===== config.mk =====
export PLATFORM = sky130hd
export DESIGN_NAME = demand_detector
export DESIGN_NICKNAME = d
export VERILOG_FILES = /design/src/rtl/ddi_pkg.sv /design/src/rtl/lane_demand.sv /design/src/rtl/demand_detector.sv
export SDC_FILE = /design/constraint.sdc
export NUM_CORES = 1
export LEC_CHECK = 0
export CORE_ASPECT_RATIO = 0.8
export CORE_MARGIN = 2
export CORE_UTILIZATION = 53
export DETAILED_ROUTE_END_ITERATION = 10
export PLACE_DENSITY = 0.79
export SLEW_MARGIN = 20
export SYNTH_ARGS = -nofsm -noshare
export SYNTH_HDL_FRONTEND = slang
export SYNTH_SLANG_ARGS = --single-unit

===== constraint.sdc =====
create_clock -name clk -period 3.6 [get_ports clk]
set_clock_uncertainty 0.15 [all_clocks]
set_input_delay 0.54 -clock clk [delete_from_list [all_inputs] [get_ports clk]]
set_output_delay 0.54 -clock clk [all_outputs]
set_load 0.02 [all_outputs]

===== src/rtl/ddi_pkg.sv =====
// Shared constants and types for the demand detector.
// Lane count, lane index type, queue count width and light_state-to-lane mapping.
package ddi_pkg;

  localparam int unsigned NUM_LANES  = 4;
  localparam int unsigned LANE_IDX_W = 2;
  localparam int unsigned CNT_W      = 4;
  localparam int unsigned AGE_W      = 8;

  typedef logic [LANE_IDX_W-1:0] lane_idx_t;
  typedef logic [CNT_W-1:0]      cnt_t;

  localparam cnt_t CNT_MAX = '1;
  localparam cnt_t CNT_ONE = CNT_W'(1);

  // light_state bit that marks each lane as served
  localparam int unsigned LIGHT_BIT [NUM_LANES] = '{0, 1, 2, 3};

endpackage


===== src/rtl/lane_demand.sv =====
// One lane: det synchronizer + rise detect, saturating queue count, drain timer.
// Wait-age counter exists only when DEMAND_STARVE_EN is defined.
module lane_demand
  import ddi_pkg::*;
#(
  parameter int unsigned DRAIN_CYCLES = 8
) (
  input  logic clk,
  input  logic rst,
  input  logic det,
  input  logic served,
  output cnt_t count
`ifdef DEMAND_STARVE_EN
  ,
  output logic [AGE_W-1:0] age
`endif
);

  localparam int unsigned       TMR_W    = (DRAIN_CYCLES > 1) ? $clog2(DRAIN_CYCLES) : 1;
  localparam logic [TMR_W-1:0]  TMR_LAST = TMR_W'(DRAIN_CYCLES - 1);

  logic             sync1;
  logic             sync2;
  logic             sync3;
  logic [TMR_W-1:0] tmr;
  logic             arrival;
  logic             drain;

  // Two-flop synchronizer plus a third flop for rising-edge detection
  always_ff @(posedge clk) begin
    if (rst) begin
      sync1 <= 1'b0;
      sync2 <= 1'b0;
      sync3 <= 1'b0;
    end else begin
      sync1 <= det;
      sync2 <= sync1;
      sync3 <= sync2;
    end
  end

  assign arrival = sync2 & ~sync3;
  assign drain   = served && (tmr == TMR_LAST);

  always_ff @(posedge clk) begin
    if (rst || !served) begin
      tmr <= '0;
    end else if (drain) begin
      tmr <= '0;
    end else begin
      tmr <= tmr + TMR_W'(1);
    end
  end

  // Arrival and drain together cancel; saturate at both ends
  always_ff @(posedge clk) begin
    if (rst) begin
      count <= '0;
    end else if (arrival && !drain && (count != CNT_MAX)) begin
      count <= count + CNT_ONE;
    end else if (drain && !arrival && (count != '0)) begin
      count <= count - CNT_ONE;
    end
  end

`ifdef DEMAND_STARVE_EN
  always_ff @(posedge clk) begin
    if (rst || served || (count == '0)) begin
      age <= '0;
    end else if (age != '1) begin
      age <= age + AGE_W'(1);
    end
  end
`endif

endmodule


===== src/rtl/demand_detector.sv =====
// Four-lane traffic demand detector: per-lane queues feed a registered priority selector.
// Define DEMAND_STARVE_EN to compile in wait-age starvation override.
module demand_detector
  import ddi_pkg::*;
#(
  parameter int unsigned DRAIN_CYCLES = 8,
  parameter int unsigned STARVE_LIMIT = 200
) (
  input  logic                 clk,
  input  logic                 rst,
  input  logic [NUM_LANES-1:0] det,
  input  logic [NUM_LANES-1:0] light_state,
  output lane_idx_t            priority_idx,
  output logic                 demand_any
);

  if (DRAIN_CYCLES == 0 || STARVE_LIMIT > 255) begin : g_bad_cfg
    $error("demand_detector: unsupported DRAIN_CYCLES or STARVE_LIMIT");
  end

  cnt_t      count [NUM_LANES];
  logic      any_c;
  lane_idx_t sel_c;
  cnt_t      best_cnt;
`ifdef DEMAND_STARVE_EN
  logic [AGE_W-1:0] age [NUM_LANES];
  logic             starve_c;
`endif

  for (genvar g = 0; g < NUM_LANES; g++) begin : g_lane
    lane_demand #(
      .DRAIN_CYCLES(DRAIN_CYCLES)
    ) u_lane (
      .clk   (clk),
      .rst   (rst),
      .det   (det[g]),
      .served(light_state[LIGHT_BIT[g]]),
      .count (count[g])
`ifdef DEMAND_STARVE_EN
      ,
      .age   (age[g])
`endif
    );
  end

  // Largest count wins with ties to lowest index; a starved lane overrides
  always_comb begin
    any_c    = 1'b0;
    sel_c    = '0;
    best_cnt = count[0];
    for (int unsigned i = 0; i < NUM_LANES; i++) begin
      if (count[i] != '0) any_c = 1'b1;
      if (count[i] > best_cnt) begin
        best_cnt = count[i];
        sel_c    = LANE_IDX_W'(i);
      end
    end
`ifdef DEMAND_STARVE_EN
    starve_c = 1'b0;
    for (int unsigned i = 0; i < NUM_LANES; i++) begin
      if (!starve_c && (32'(age[i]) >= STARVE_LIMIT)) begin
        starve_c = 1'b1;
        sel_c    = LANE_IDX_W'(i);
      end
    end
`endif
  end

  // Priority holds when there is no demand at all
  always_ff @(posedge clk) begin
    if (rst) begin
      priority_idx <= '0;
      demand_any   <= 1'b0;
    end else begin
      demand_any <= any_c;
      if (any_c) priority_idx <= sel_c;
    end
  end

endmodule

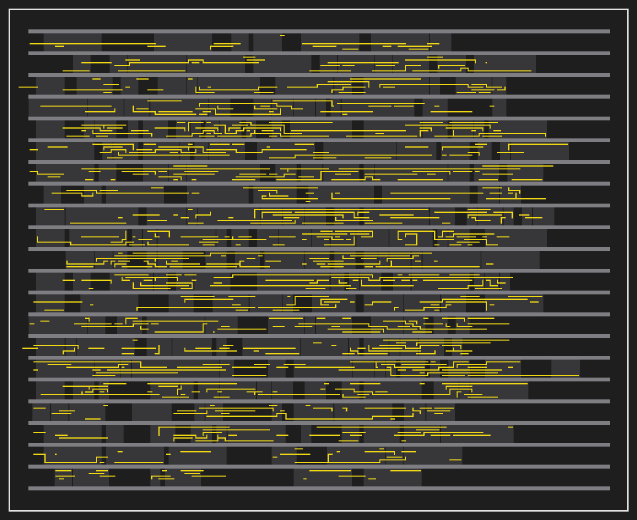
(run_1/layer_met1.png)
(8 px per um) Supply wires on this layer in gray.
- longest straight run: 27.6 um
- main direction: horizontal
met1 usage: 26.43%
Total Wirelength: 4.939 mm
vias: 1,733

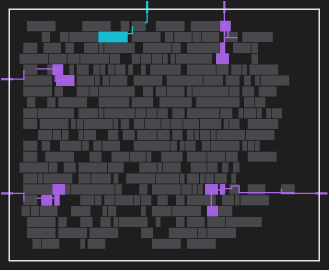
(run_1/io_fan.png)
(4 px per um)
- purple: `light_state` (bits 4; direction input; end cells 12; buffers 4; wire 90.3 um)
- cyan: `demand_any` (bits 1; direction output; end cells 1; buffers 1; wire 6.40 um)
boundary pin count: 13
total of buffers placed on input and output ports: 12

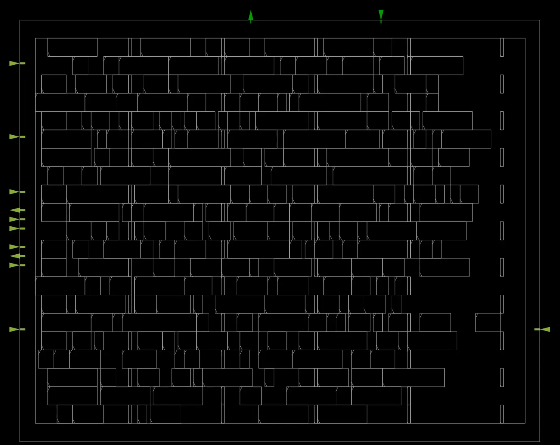
(run_1/placement.png)
number of well taps: 57
# rows: 21
number of standard cells in the final layout excluding fillers: 318
Std-Cell Core Area: 4151 um2
register share of the cell area: 30.09%

==> summary.json, run 1 <==
{
  "violations_in_the_final_reports": {"value": "setup timing"},
  "cpMaxStageDelayCell": {"value": "sky130_fd_sc_hd__dfxtp_2"},
  "sequential_power": {"value": 526, "unit": "uW"},
  "utilization": {"value": 69.41, "unit": "%"},
  "cts-root-to-sink-buffers": {"value": 2},
  "route.detailed.vias_per_inst": {"value": 5.450},
  "largest_register": {"value": "g_lane.u_lane.count"},
  "antenna_found_initial": {"value": 0},
  "layout_setup_ws": {"value": -87.79, "unit": "ps"},
  "htreeDepth": {"value": 2},
  "clock_power_share": {"value": 34.0, "unit": "%"},
  "synth.top_cell.area_share": {"value": 37.95, "unit": "%"},
  "cp_cell_sequence": {"value": "inv_2 -> ha_4 -> o21a_1 -> o21ai_2 -> a21oi_2 -> buf_6 -> mux2i_4 -> ha_4 -> and4_1 -> a21oi_4 -> mux2_4 -> ha_4 -> nor2b_4 -> o21ai_2 -> a21oi_2 -> nor2_1 -> a221oi_2"},
  "die_height": {"value": 62.52, "unit": "um"},
  "hp_start": {"value": "g_lane[1].u_lane.tmr[0]"},
  "required": {"value": 3650, "unit": "ps"},
  "total_cells_reported_by_yosys_after_synthesis": {"value": 230},
  "ys.warnings.count": {"value": 0},
  "post-synth-top-count-cell": {"value": "sky130_fd_sc_hd__dfxtp_1"},
  "gp_congestion": {"value": 0.8020},
  "ctsRootBufferMaster": {"value": "sky130_fd_sc_hd__clkbuf_8"},
  "synthAdderAreaFrac": {"value": 18.97, "unit": "%"},
  "grt_most_used_layer": {"value": "met2"},
  "pg_clk": {"value": 448, "unit": "uW"},
  "m1WireLength": {"value": 2.346, "unit": "mm"},
  "worst-path-buf-inv": {"value": 2},
  "finished_layout_cell_area": {"value": 2882, "unit": "um2"},
  "overflow": {"value": 0},
  "maxClockFrequency": {"value": 271.2, "unit": "MHz"},
  "setup_viol_count_final": {"value": 2},
  "slew_violations": {"value": 0},
  "nets": {"value": 302},
  "worst_r2r_path_depth": {"value": 17},
  "log.warning_count": {"value": 28},
  "run_status": {"value": "finished with violations"}
}
==> run 2: changes to the inputs <==
Settings changed: TNS_END_PERCENT set to 20.
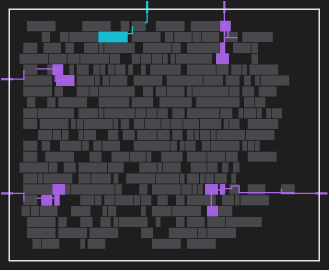
(run_2/io_fan.png)
(4 px per um)

==> summary.json, run 2 <==
{
  "run_status": {"value": "finished with violations"},
  "violations_in_the_final_reports": {"value": "setup timing"},
  "portBuffers": {"value": 12},
  "htreeDepth": {"value": 2},
  "nets": {"value": 302},
  "layout_top_cell": {"value": "sky130_fd_sc_hd__dfxtp_1"},
  "globalRouteMet1Util": {"value": 26.43, "unit": "%"},
  "cp_cell_sequence": {"value": "inv_2 -> ha_4 -> o21a_1 -> o21ai_2 -> a21oi_2 -> buf_6 -> mux2i_4 -> ha_4 -> and4_1 -> a21oi_4 -> mux2_4 -> ha_4 -> nor2b_4 -> o21ai_2 -> a21oi_2 -> nor2_1 -> a221oi_2"},
  "die_height": {"value": 62.52, "unit": "um"},
  "cts-root-to-sink-buffers": {"value": 2},
  "clock_power_share": {"value": 34.0, "unit": "%"},
  "utilization": {"value": 69.41, "unit": "%"},
  "area.share.sequential": {"value": 30.09, "unit": "%"},
  "sequential_power": {"value": 526, "unit": "uW"},
  "core_region_area": {"value": 4151, "unit": "um2"},
  "total_cells_reported_by_yosys_after_synthesis": {"value": 230},
  "ctsRootBufferMaster": {"value": "sky130_fd_sc_hd__clkbuf_8"},
  "required": {"value": 3650, "unit": "ps"},
  "post-synth-top-count-cell": {"value": "sky130_fd_sc_hd__dfxtp_1"},
  "maxClockFrequency": {"value": 271.6, "unit": "MHz"},
  "overflow": {"value": 0},
  "pg_clk": {"value": 448, "unit": "uW"},
  "layout.cells.non_filler": {"value": 318},
  "m1WireLength": {"value": 2.353, "unit": "mm"},
  "boundaryPins": {"value": 13},
  "route.detailed.vias_per_inst": {"value": 5.453},
  "tap_cells": {"value": 57},
  "layout_setup_ws": {"value": -82.06, "unit": "ps"},
  "slew_violations": {"value": 0},
  "largest_register": {"value": "g_lane.u_lane.count"},
  "setup_viol_count_final": {"value": 2},
  "synth.top_cell.area_share": {"value": 37.95, "unit": "%"},
  "worst_r2r_path_depth": {"value": 17},
  "synthAdderAreaFrac": {"value": 18.97, "unit": "%"},
  "log.warning_count": {"value": 28},
  "hp_start": {"value": "g_lane[1].u_lane.tmr[0]"},
  "antenna_found_initial": {"value": 0},
  "finished_layout_cell_area": {"value": 2882, "unit": "um2"},
  "route.vias.total": {"value": 1734},
  "worst-path-buf-inv": {"value": 2},
  "cpMaxStageDelayCell": {"value": "sky130_fd_sc_hd__dfxtp_2"},
  "placementRows": {"value": 21}
}
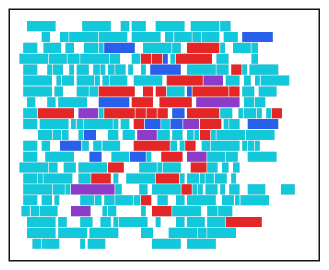
(run_2/sizes.png)
(4 px per um)
- cyan: _0 and _1 cells (cells 205; share 79%; most used dfxtp_1)
- red: _3 and _4 cells (cells 34; share 13%; most used buf_4)
- purple: _6 and larger (cells 8; share 3.1%; most used clkbuf_8)
- blue: _2 cells (cells 14; share 5.4%; most used dfxtp_2)

